==> src/rtl/mux_nto1_stream_if.sv <==
// Stream bundle for mux_nto1_stream: channel inputs, select/mode, and valid/ready output beat.
// chan_mask exists only when MUX_SCAN_MASK_EN is defined.
interface mux_nto1_stream_if #(
    parameter int WIDTH = 8,
    parameter int NCH   = 8
);
    localparam int SELW = $clog2(NCH);

    logic [NCH*WIDTH-1:0] data_in;
    logic [SELW-1:0]      sel;
    logic                 mode;
    logic                 in_valid;
    logic                 in_ready;
    logic [WIDTH-1:0]     data_out;
    logic [SELW-1:0]      out_sel;
    logic                 out_err;
    logic                 out_valid;
    logic                 out_ready;
`ifdef MUX_SCAN_MASK_EN
    logic [NCH-1:0]       chan_mask;
`endif

    // A beat moves on a side when its valid and ready are both high at the rising edge;
    // the producer holds its payload stable while valid is high and ready is low.
    modport master (
        output data_in, sel, mode, in_valid, out_ready,
`ifdef MUX_SCAN_MASK_EN
        output chan_mask,
`endif
        input  in_ready, data_out, out_sel, out_err, out_valid
    );

    modport slave (
        input  data_in, sel, mode, in_valid, out_ready,
`ifdef MUX_SCAN_MASK_EN
        input  chan_mask,
`endif
        output in_ready, data_out, out_sel, out_err, out_valid
    );
endinterface

==> src/rtl/mux_nto1_stream.sv <==
// N-channel registered mux with valid/ready output: direct select or round-robin auto-scan.
// Define MUX_SCAN_MASK_EN to add chan_mask (scan skips masked channels, direct flags them).
module mux_nto1_stream #(
    parameter int WIDTH = 8,
    parameter int NCH   = 8,
    localparam int SELW = $clog2(NCH)
) (
    input logic clk,
    input logic rst,
    mux_nto1_stream_if.slave bus
);
    logic [SELW-1:0]  scan_ptr_q, scan_ptr_d;
    logic             out_valid_q, out_valid_d;
    logic [WIDTH-1:0] data_out_q, data_out_d;
    logic [SELW-1:0]  out_sel_q, out_sel_d;
    logic             out_err_q, out_err_d;

    logic [SELW-1:0]  idx;
    logic [WIDTH-1:0] ch_data;
    logic             chan_ok;
    logic             bad;
    logic             in_ready;
    logic             accept;
`ifdef MUX_SCAN_MASK_EN
    logic             mask_any;
`endif

    function automatic logic [SELW-1:0] wrap_inc(input logic [SELW-1:0] v);
        return (int'(v) == NCH - 1) ? '0 : v + SELW'(1);
    endfunction

    // Channel index for this beat; with masking, first enabled channel at or after scan_ptr.
    always_comb begin
        idx = bus.mode ? scan_ptr_q : bus.sel;
`ifdef MUX_SCAN_MASK_EN
        mask_any = |bus.chan_mask;
        if (bus.mode) begin
            for (int k = NCH - 1; k >= 0; k--) begin
                int c;
                c = int'(scan_ptr_q) + k;
                if (c >= NCH) c = c - NCH;
                if (bus.chan_mask[c]) idx = SELW'(c);
            end
        end
`endif
    end

    // Out-of-range indices (NCH not a power of two) match no channel and come out as errors.
    always_comb begin
        ch_data = '0;
        chan_ok = 1'b0;
        for (int i = 0; i < NCH; i++) begin
            if (idx == SELW'(i)) begin
                ch_data = bus.data_in[i*WIDTH +: WIDTH];
`ifdef MUX_SCAN_MASK_EN
                chan_ok = bus.chan_mask[i];
`else
                chan_ok = 1'b1;
`endif
            end
        end
        bad = !chan_ok;
    end

    always_comb begin
        in_ready = !out_valid_q || bus.out_ready;
`ifdef MUX_SCAN_MASK_EN
        if (bus.mode && !mask_any) in_ready = 1'b0;
`endif
        accept = bus.in_valid && in_ready;
    end

    always_comb begin
        scan_ptr_d  = scan_ptr_q;
        out_valid_d = out_valid_q;
        data_out_d  = data_out_q;
        out_sel_d   = out_sel_q;
        out_err_d   = out_err_q;
        if (accept) begin
            out_valid_d = 1'b1;
            data_out_d  = bad ? '0 : ch_data;
            out_sel_d   = idx;
            out_err_d   = bad;
            if (bus.mode) scan_ptr_d = wrap_inc(idx);
        end else if (bus.out_ready) begin
            out_valid_d = 1'b0;
        end
    end

    always_ff @(posedge clk) begin
        if (rst) begin
            scan_ptr_q  <= '0;
            out_valid_q <= 1'b0;
            data_out_q  <= '0;
            out_sel_q   <= '0;
            out_err_q   <= 1'b0;
        end else begin
            scan_ptr_q  <= scan_ptr_d;
            out_valid_q <= out_valid_d;
            data_out_q  <= data_out_d;
            out_sel_q   <= out_sel_d;
            out_err_q   <= out_err_d;
        end
    end

    assign bus.in_ready  = in_ready;
    assign bus.out_valid = out_valid_q;
    assign bus.data_out  = data_out_q;
    assign bus.out_sel   = out_sel_q;
    assign bus.out_err   = out_err_q;
endmodule
==> src/flat_wrapper.sv <==
// flat-port wrapper written by rule: the top's interface ports become plain ports
module mux_nto1_stream_flat 
#(
    parameter int WIDTH = 8,
    parameter int NCH   = 8,
    localparam int SELW = $clog2(NCH)
)
  (clk, rst, bus_data_in, bus_sel, bus_mode, bus_in_valid, bus_out_ready, bus_in_ready, bus_data_out, bus_out_sel, bus_out_err, bus_out_valid);
  mux_nto1_stream_if #(.WIDTH(WIDTH), .NCH(NCH)) bus_i ();
  input logic clk;
  input logic rst;
  input wire logic [$bits(bus_i.data_in)-1:0] bus_data_in;
  input wire logic [$bits(bus_i.sel)-1:0] bus_sel;
  input wire logic [$bits(bus_i.mode)-1:0] bus_mode;
  input wire logic [$bits(bus_i.in_valid)-1:0] bus_in_valid;
  input wire logic [$bits(bus_i.out_ready)-1:0] bus_out_ready;
  output wire logic [$bits(bus_i.in_ready)-1:0] bus_in_ready;
  output wire logic [$bits(bus_i.data_out)-1:0] bus_data_out;
  output wire logic [$bits(bus_i.out_sel)-1:0] bus_out_sel;
  output wire logic [$bits(bus_i.out_err)-1:0] bus_out_err;
  output wire logic [$bits(bus_i.out_valid)-1:0] bus_out_valid;
  assign bus_i.data_in = bus_data_in;
  assign bus_i.sel = bus_sel;
  assign bus_i.mode = bus_mode;
  assign bus_i.in_valid = bus_in_valid;
  assign bus_i.out_ready = bus_out_ready;
  assign bus_in_ready = bus_i.in_ready;
  assign bus_data_out = bus_i.data_out;
  assign bus_out_sel = bus_i.out_sel;
  assign bus_out_err = bus_i.out_err;
  assign bus_out_valid = bus_i.out_valid;
  mux_nto1_stream #(.WIDTH(WIDTH), .NCH(NCH)) u_core (.clk(clk), .rst(rst), .bus(bus_i));
endmodule
==> config.mk <==
export PLATFORM = sky130hd
export DESIGN_NAME = mux_nto1_stream_flat
export DESIGN_NICKNAME = d
export VERILOG_FILES = /design/src/rtl/mux_nto1_stream_if.sv /design/src/rtl/mux_nto1_stream.sv /design/src/flat_wrapper.sv
export SDC_FILE = /design/constraint.sdc
export NUM_CORES = 1
export LEC_CHECK = 0
export CORE_MARGIN = 5
export CORE_UTILIZATION = 39
export DETAILED_ROUTE_END_ITERATION = 16
export PLACE_DENSITY = 0.91
export SLEW_MARGIN = 15
export SYNTH_ARGS = -nofsm -noshare
export SYNTH_HDL_FRONTEND = slang
export SYNTH_SLANG_ARGS = --single-unit
==> constraint.sdc <==
create_clock -name clk -period 2.6 [get_ports clk]
set_input_delay 0.26 -clock clk [delete_from_list [all_inputs] [get_ports clk]]
set_output_delay 0.26 -clock clk [all_outputs]
set_load 0.005 [all_outputs]
Run 1, placed standard cells:
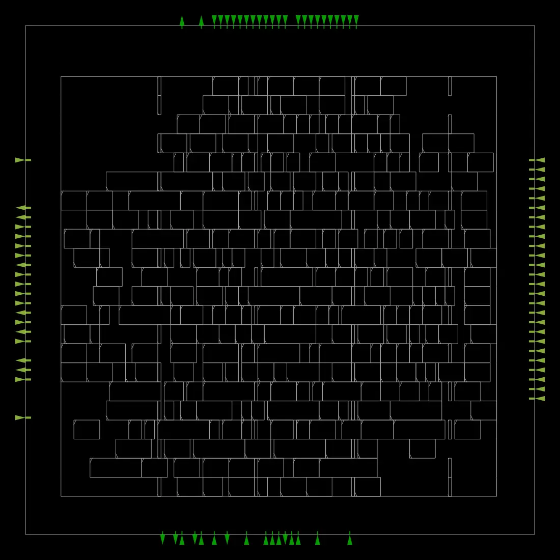
fill cell count: 312
registers: 16
Finished Core Util: 67.4%
non-filler cells in the finished layout: 340
number of cell rows: 22

Run 1, I/O nets highlighted:
Drawn at 4 px/um.
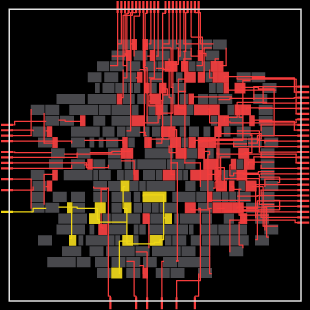
Red shows `bus_data_in`, bits 64, direction input, edge 26 right, 22 top, 10 left, 6 bottom, end cells 72, buffers 64, wire 1740 um. Yellow shows `rst`, bits 1, direction input, edge left, end cells 11, buffers 1, wire 92.6 um.

==> Slide: Implementation Results, run 1 <==
Run Summary

Critical path
  • Crit path max-delay family: buffers and inverters
  • Setup crit end kind: flip-flop
  • Setup slack, reg-to-reg: 500 ps
  • WP buf/inv: 3
  • Reg2reg path depth: 7
  • Sequence of cells on the critical path: clkdlybuf4s50_1 -> mux2i_1 -> inv_1 -> ha_1 -> ha_1 -> buf_12 -> a2111oi_1 -> o32ai_1
  • Critical Path AT: 2540 ps
  • Critical path depth in cells: 8
  • Worst R2R End: u_core.bus.data_out[7]$_SDFFE_PP0P_
  • CP startpoint kind: input port
  • Worst Setup EP: u_core.bus.data_out[7]$_SDFFE_PP0P_
  • CP dominant cell by count: ha_1
  • Worst Setup SP: bus_mode
  • Max Fanout on Critical Path: 13

Routing
  • Wirelength per Cell: 16.5 um
  • Topmost layer with routed signal wires: met4
  • Initial DRT Pass Iterations: 4
  • Average vias per placed instance: 5.61
  • Final WL: 5.60 mm
  • Routed wl met3: 573 um

Logic synthesis
  • Post-synth cell types: 32
  • Yosys warning count: 0
  • Synth flops: 16
  • Multiplexer share: 3.44%
  • Sequential element share of the synthesized area: 21.0%
  • XOR/XNOR Area Share: 0%
  • Post-Syn Area: 1530 um2
  • Largest cells by area: dfxtp_1 21%, a21oi_1 11%, inv_1 6.4%
  • Post-synth top area cell: dfxtp_1
  • Mapped Cells: 213
  • Top logic family: AND-OR/OR-AND gates
  • Ys cells: 213

Die
  • Die Y: 72.6 um
  • Io pins: 86
  • Initial Utilization: 41.1%
  • Core area: 3720 um2

Placement
  • Post-detail-place hpwl: 4.26 mm
  • Final RePlAce weighted congestion: 0.879

Final layout
  • Most frequent logic cell in the layout: clkdlybuf4s50_1
  • Area growth, synth to finish: 64.1%
  • NumNets Final: 371
  • # diodes: 0
  • Top Layout Cells: 85 x clkdlybuf4s50_1, 35 x a21oi_1, 26 x inv_1, 19 x nand2_1, 16 x dfxtp_1

STA
  • Slew margin rel.: 59.7%
  • Fin. Hold Viols: 0
  • RSZ-0062 raised after global routing: no
  • Fin Hold WS: 458 ps
  • Setup_tns: 0 ps
  • Achievable Freq: 412 MHz
  • Setup Skew: 2.13 ps
  • Final Max Slew Viols: 0

Run
  • Max-cap violations: 0

Global route
  • Most crowded layer after global routing: met2
  • Tot GR Track Use: 20.6%
  • Initial antenna violation count: 0
  • Vias in the first global route: 1813
  • Met1 Use GR: 27.5%
  • First-pass GRT wire length: 8.51 mm

Clock tree
  • Worst-skew pair later-pin latency: 250 ps
  • H-tree depth: 1
  • Clk buf depth: 2
  • CTS buffer count: 3
  • TritonCTS clock tree: built
  • Hold_buf cts: 0
  • Root Driver: clkbuf_8

Power
  • Pwr Total: 0.920 mW
  • Pwr dens: 367 nW/um2

Run status
  • Outcome: finished, final reports clean

Worst hold path
  • Critical hold path startpoint: u_core.scan_ptr_q[1]$_SDFFE_PP0P_
  • Type of the tightest min-delay check: flip-flop to flip-flop
  • Hold Path Sink: u_core.scan_ptr_q[1]$_SDFFE_PP0P_
Run 1, M1 wires:
Drawn at 6 px/um. Supply wires on this layer in gray. Cells faint in the background.
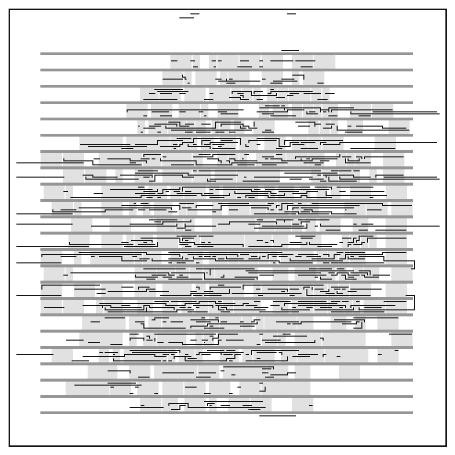
The wires run mostly horizontal. 320 nets have wire on it. The longest straight run is 21.2 um. The layer carries 2320 um of wire. The layer holds 41% of the routed length.

run 1: sequential cells by signal, summed over array words and instances, names as in the netlist:
name and cells:
u_core.bus.data_out 8, u_core.bus.out_valid 1, u_core.bus.out_sel 3, u_core.scan_ptr_q 3, u_core.bus.out_err 1
run 1: where the power goes:
| group | internal (mW) | switching (mW) |
|---|---|---|
| logic | 0.237 | 0.184 |
| clock network | 0.134 | 0.0851 |
| registers | 0.266 | 0.0137 |
| total | 0.637 | 0.283 |
run 1: cell type report:
class | instances | area, um2 | area share [%]
clock buffers | 4 | 55.1 | 2.20
well taps | 48 | 60.1 | 2.40
flip-flops and latches | 16 | 320 | 12.8
inverters | 26 | 97.6 | 3.90
repair buffers | 98 | 986 | 39.4
multi-input cells | 148 | 986 | 39.4
Run 1, cell area per tile:
Drawn at 4 px/um. The die is cut into 7 by 7 equal tiles; dark blue is low, red is high, 0 to 100% covered.
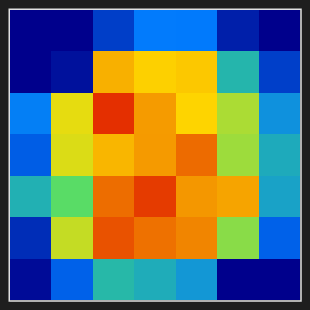

==> inputs of run 2 (changes only) <==
--- a/config.mk
+++ b/config.mk
@@ -13,3 +13,4 @@
 export SYNTH_ARGS = -nofsm -noshare
 export SYNTH_HDL_FRONTEND = slang
 export SYNTH_SLANG_ARGS = --single-unit
+export TNS_END_PERCENT = 50
==> constraint.sdc (replaced) <==
create_clock -name clk -period 2.6 [get_ports clk]
set_input_delay 0.52 -clock clk [delete_from_list [all_inputs] [get_ports clk]]
set_output_delay 0.52 -clock clk [all_outputs]
set_load 0.005 [all_outputs]
Run 2, cell area per tile:
Drawn at 4 px/um. The die is cut into 7 by 7 equal tiles; dark blue is low, red is high, 0 to 100% covered.
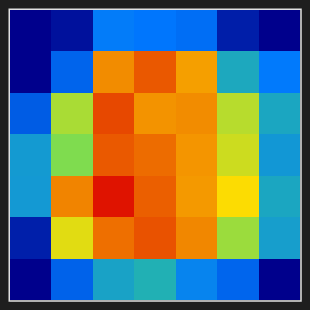
The emptiest ninth of the die: upper left. 10% of the tiles are nearly empty. The densest ninth of the die: center. The fullest tile reaches 98%. 33% of the tiles are over 75% full. The mean over all tiles is 49%.

Run 2, placement by cell class:
Drawn at 4 px/um.
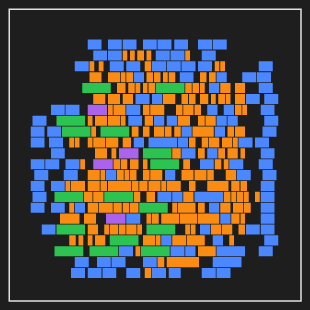
Green shows sequential cells, cells 16. Blue shows remaining buffers and delay cells, cells 114. Purple shows clock drivers and dummy loads, cells 4. Orange shows combinational and other logic, cells 174.

==> Slide: Implementation Results, run 2 <==
Run Summary

Run status
  • Outcome: finished, final reports clean

Final layout
  • Non-clk bufs: 114
  • Fill cell count: 300
  • Sequential portion of the cell area: 12.1%
  • Finished Core Util: 71.0%
  • Most frequent logic cell in the layout: clkdlybuf4s50_1
  • Share of cells above drive strength 1: 16.2%
  • Data buffer area share: 42.3%
  • Non-Clock Inverter Count: 26
  • Area growth, synth to finish: 73.0%
  • Registers: 16
  • Top Layout Cells: 84 x clkdlybuf4s50_1, 35 x a21oi_1, 26 x inv_1, 25 x buf_4, 19 x nand2_1
  • Non-filler cells in the finished layout: 356
  • Leading cell kind: buffers
  • Logic share of the area: 37.5%
  • Number of multi-input logic gates: 148
  • Storage cell area: 320 um2
  • Layout clock buffers: 4
  • Clk cell area share: 2.09%
  • # diodes: 0
  • NumNets Final: 387
  • Max reg flops: 8
  • Comb. cell area: 990 um2

Clock tree
  • Hold_buf cts: 0
  • H-tree depth: 1
  • Worst-skew pair later-pin latency: 250 ps
  • Clk buf depth: 2
  • CTS buffer count: 3
  • Root Driver: clkbuf_8
  • Clock Pin Slew Worst Setup and Hold Paths: 60 ps
  • TritonCTS clock tree: built

Critical path
  • Worst Setup SP: bus_mode
  • CP startpoint kind: input port
  • CP dominant cell by count: ha_1
  • Setup crit end kind: flip-flop
  • Sequence of cells on the critical path: dlygate4sd2_1 -> mux2i_1 -> inv_1 -> ha_1 -> ha_1 -> buf_4 -> a21oi_1 -> o21ai_1 -> a31oi_1 -> o32ai_1
  • Worst R2R End: u_core.bus.data_out[3]$_SDFFE_PP0P_
  • Crit path max-delay family: buffers and inverters
  • Worst Setup EP: u_core.bus.data_out[3]$_SDFFE_PP0P_
  • Max Fanout on Critical Path: 5
  • Critical Path AT: 2570 ps
  • Setup slack, reg-to-reg: 580 ps
  • Critical path depth in cells: 10
  • WP buf/inv: 3
  • Reg2reg path depth: 9

Run
  • Max-cap violations: 0
  • OpenROAD warning count: 30

Global route
  • Met1 Use GR: 28.3%
  • Vias in the first global route: 1958
  • Tot GR Track Use: 20.5%
  • Most crowded layer after global routing: met2
  • Initial antenna violation count: 0
  • First-pass GRT wire length: 8.63 mm

Logic synthesis
  • Yosys warning count: 0
  • Ys cells: 213
  • Largest cells by area: dfxtp_1 21%, a21oi_1 11%, inv_1 6.4%
  • Synth top cell by count: a21oi_1
  • Sequential element share of the synthesized area: 21.0%
  • Synth flops: 16
  • Mapped Cells: 213
  • Post-synth cell types: 32
  • Post-synth top area cell: dfxtp_1
  • Post-Syn Area: 1530 um2

STA
  • Final Max Slew Viols: 0
  • Achievable Freq: 410 MHz
  • Setup_tns: 0 ps
  • Setup Skew: 0.998 ps
  • Slew margin rel.: 72.3%
  • RSZ-0062 raised after global routing: no
  • Fin Hold WS: 457 ps
  • Fin. Hold Viols: 0

Die
  • Io pins: 86
  • Die Y: 72.6 um
  • # Taps: 48
  • Core area: 3720 um2
  • Number of cell rows: 22
  • Initial Utilization: 41.1%

Placement
  • Final RePlAce weighted congestion: 0.868
  • Post-detail-place hpwl: 4.42 mm
  • DP Area: 2570 um2

Routing
  • Topmost layer with routed signal wires: met4
  • Final WL: 5.62 mm
  • Routed wl met3: 586 um
  • Average vias per placed instance: 5.43
  • DR DRC count: 0
  • 1st-iter DRT viols: 135
  • Wirelength per Cell: 15.8 um
  • Initial DRT Pass Iterations: 4

Worst hold path
  • Type of the tightest min-delay check: flip-flop to flip-flop
  • Hold Path Sink: u_core.bus.data_out[5]$_SDFFE_PP0P_
  • Critical hold path startpoint: u_core.bus.data_out[5]$_SDFFE_PP0P_
  • WHS Path Cells: 2

Power
  • Pwr Total: 0.953 mW
  • Pwr dens: 361 nW/um2
Run 2, M1 wires:
Drawn at 6 px/um. Supply wires on this layer in gray. Cells faint in the background.
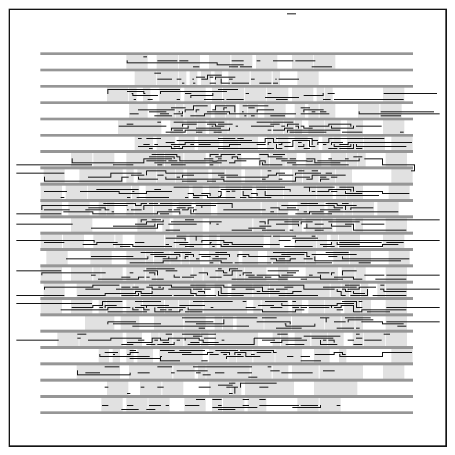
The layer carries 2400 um of wire. The longest straight run is 28.5 um.

[run 2: netlist changes by cell type in the layout (fill, tap and decap cells not counted)]
| cell | before | now |
|---|---|---|
| a2111oi_1 | 3 | 1 |
| a2111oi_2 | 1 | 2 |
| clkdlybuf4s50_1 | 85 | 84 |
| a2111oi_0 | 3 | 4 |
| buf_12 | 3 | 4 |
| dlygate4sd2_1 | 0 | 1 |
| buf_4 | 10 | 25 |
[run 2: power breakdown]
part / switching [mW] / internal [mW] / total, mW
Combinational: 0.191 / 0.261 / 0.452
Sequential: 0.0134 / 0.266 / 0.279
Clock: 0.0872 / 0.134 / 0.222
Total: 0.291 / 0.661 / 0.953
[run 2: cells by family after synthesis]
family          synth area share (%)
compound gates                  40.5
buf+inv                         15.2
simple gates                    14.9
flops                           21.0
fa+ha+maj                       4.92
mux                             3.44
Run 2, placed standard cells:
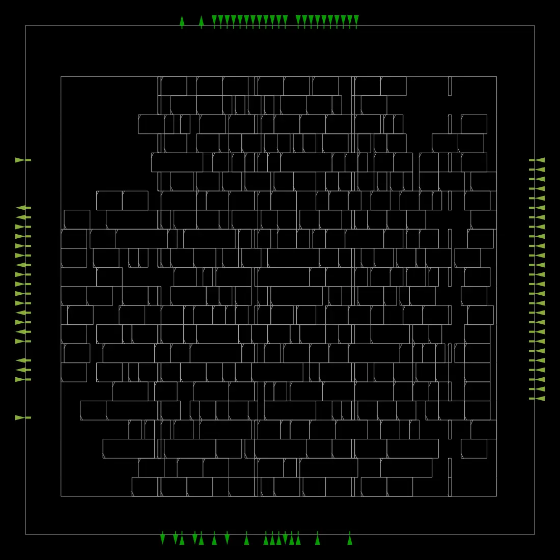

==> inputs of run 3 (changes only) <==
--- a/config.mk
+++ b/config.mk
@@ -5,6 +5,7 @@
 export SDC_FILE = /design/constraint.sdc
 export NUM_CORES = 1
 export LEC_CHECK = 0
+export CORE_ASPECT_RATIO = 1.25
 export CORE_MARGIN = 5
 export CORE_UTILIZATION = 39
 export DETAILED_ROUTE_END_ITERATION = 16
Run 3, placed standard cells:
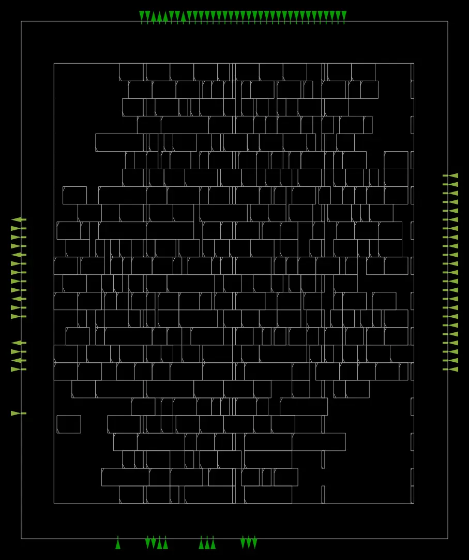
core area: 3780 um2
# Taps: 54
fill cell count: 296

Run 3, placement by cell class:
Drawn at 4 px/um.
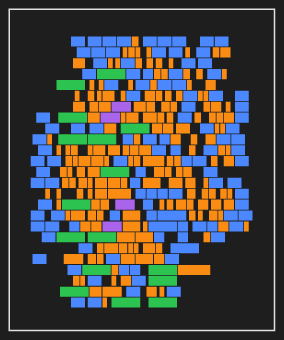
Orange shows combinational and other logic, cells 174. Blue shows remaining buffers and delay cells, cells 108. Purple shows clock drivers and dummy loads, cells 4. Green shows sequential cells, cells 16.

==> Slide: Implementation Results, run 3 <==
Run Summary

STA
  • Final WS setup: -8.51 ps
  • Setup Skew: 1.88 ps
  • Period utilization: 100%
  • Final Max Slew Viols: 0
  • Fin Hold WS: 463 ps
  • RSZ-0062 raised after global routing: yes
  • Fin. Hold Viols: 0
  • Slew @ Worst Pin: 505 ps
  • Achievable Freq: 383 MHz
  • Setup_tns: -8.51 ps
  • Slew margin rel.: 65.4%
  • Final setup violating endpoints: 1

Clock tree
  • H-tree depth: 1
  • Worst-skew pair later-pin latency: 250 ps
  • Clk buf depth: 2
  • CTS buffer count: 3
  • Root Driver: clkbuf_8
  • Hold_buf cts: 0
  • TritonCTS clock tree: built
  • Setup repair bufs after CTS: 0
  • Clock Pin Slew Worst Setup and Hold Paths: 60 ps
  • Clock tree sinks: 16

Critical path
  • Worst Setup SP: bus_mode
  • Crit path max-delay family: buffers and inverters
  • WP buf/inv: 4
  • Reg2reg path depth: 9
  • Setup crit end kind: flip-flop
  • CP dominant cell by count: buf_4
  • Setup slack, reg-to-reg: 500 ps
  • CP Class: input port to flip-flop
  • CP peak stage delay: 570 ps
  • Critical Path AT: 2730 ps
  • Worst Setup EP: u_core.bus.data_out[4]$_SDFFE_PP0P_
  • Critical path depth in cells: 9
  • Worst R2R End: u_core.bus.data_out[4]$_SDFFE_PP0P_
  • CP startpoint kind: input port
  • Max Fanout on Critical Path: 32
  • Sequence of cells on the critical path: clkdlybuf4s50_1 -> mux2i_1 -> buf_4 -> buf_4 -> ha_1 -> buf_12 -> a21oi_1 -> a2111oi_0 -> o32ai_1

Routing
  • Topmost layer with routed signal wires: met4
  • 1st-iter DRT viols: 114
  • Initial DRT Pass Iterations: 4
  • DR WL met2: 2.80 mm
  • Average vias per placed instance: 5.44
  • Routed wl met3: 427 um
  • Final WL: 5.76 mm
  • Wirelength per Cell: 16.2 um
  • DR DRC count: 0

Logic synthesis
  • Top logic family: AND-OR/OR-AND gates
  • XOR/XNOR Area Share: 0%
  • Post-synth top area cell: dfxtp_1
  • Ys cells: 213
  • Post-Syn Area: 1530 um2
  • Mapped Cells: 213
  • Compound Share, Synth: 40.5%
  • Largest cells by area: dfxtp_1 21%, a21oi_1 11%, inv_1 6.4%
  • Multiplexer share: 3.44%
  • Synth top cell by count: a21oi_1
  • Commonest cells in the netlist: 35 x a21oi_1, 26 x inv_1, 19 x nand2_1
  • Area leader share: 21.0%
  • Yosys warning count: 0
  • Post-synthesis simple-gate area fraction: 14.9%
  • Synth flops: 16
  • Post-synth cell types: 32
  • Sequential element share of the synthesized area: 21.0%
  • Flip-flops with a built-in enable: 0
  • Main synth FF type: dfxtp_1
  • Adder Area Share: 4.92%

Global route
  • Met2 usage: 36.1%
  • Initial antenna violation count: 0
  • Most crowded layer after global routing: met2
  • Vias in the first global route: 1875
  • Tot GR Track Use: 21.4%
  • Met1 Use GR: 26.5%
  • First-pass GRT wire length: 8.77 mm

Power
  • Max power group: combinational cells
  • Power share of the combinational group: 47.0%
  • Clk. pwr: 0.224 mW
  • Switching part of the total: 31.1%
  • Seq group: 0.279 mW
  • Pint: 0.654 mW
  • Sequential share of power: 29.4%
  • Clock power frac: 23.6%
  • Total combinational power: 0.446 mW
  • Pwr dens: 367 nW/um2
  • Pwr Total: 0.949 mW
  • NetSw: 0.295 mW

Die
  • Number of cell rows: 25
  • Die Width: 66.0 um
  • Io pins: 86
  • Initial Utilization: 40.3%
  • Die Y: 79.9 um

Final layout
  • Finished Core Util: 68.4%
  • Most frequent logic cell in the layout: clkdlybuf4s50_1
  • Fin area: 2590 um2
  • Max reg flops: 8
  • Top Layout Cells: 85 x clkdlybuf4s50_1, 35 x a21oi_1, 26 x inv_1, 20 x buf_4, 19 x nand2_1
  • Non-filler cells in the finished layout: 356
  • Share of cells above drive strength 1: 14.2%
  • Area growth, synth to finish: 69.6%
  • # diodes: 0
  • NumNets Final: 381

Placement
  • Post-Place Worst Slack: -208 ps
  • Final RePlAce weighted congestion: 0.899
  • Cell count after placement: 351
  • Post-detail-place hpwl: 4.36 mm
  • DP Area: 2510 um2

Run status
  • Outcome: complete, but fails checks
  • Failing checks: negative setup slack

Run
  • Max-cap violations: 0
  • OpenROAD warning count: 31

Worst hold path
  • Critical hold path startpoint: u_core.bus.data_out[2]$_SDFFE_PP0P_
  • WHS Path Cells: 2
  • Type of the tightest min-delay check: flip-flop to flip-flop
  • Hold Path Sink: u_core.bus.data_out[2]$_SDFFE_PP0P_
Run 3, I/O nets highlighted:
Drawn at 3 px/um.
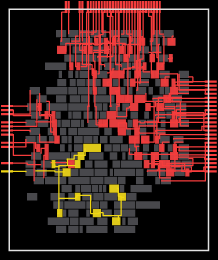
Yellow shows `rst`, bits 1, direction input, edge left, end cells 11, buffers 2, wire 93.7 um. Red shows `bus_data_in`, bits 64, direction input, edge 31 top, 23 right, 10 left, end cells 72, buffers 64, wire 1570 um.

==> run 3: kinds of logic after synthesis <==
family / after synthesis
adders and majority gates: 6
buffers and inverters: 49
AOI/OAI and AO/OA: 96
and+or+nand+nor: 42
DFF: 16
muxes: 4
==> run 3: final cells by class <==
| type | instances | area (um2) | share of cell area [%] |
|---|---|---|---|
| timing repair buffer | 108 | 1060 | 41.0 |
| multi-input combinational | 148 | 987 | 38.1 |
| sequential | 16 | 320 | 12.4 |
| inverter | 26 | 97.6 | 3.77 |
| tap | 54 | 67.6 | 2.61 |
| clock buffer | 4 | 55.1 | 2.13 |
==> run 3: worst min-delay path: stages, from the launching register on <==
cell	delay [ps]
dfxtp_1	310
inv_1	50
o32ai_1	50
Power is estimated from default activity; no workload was simulated.
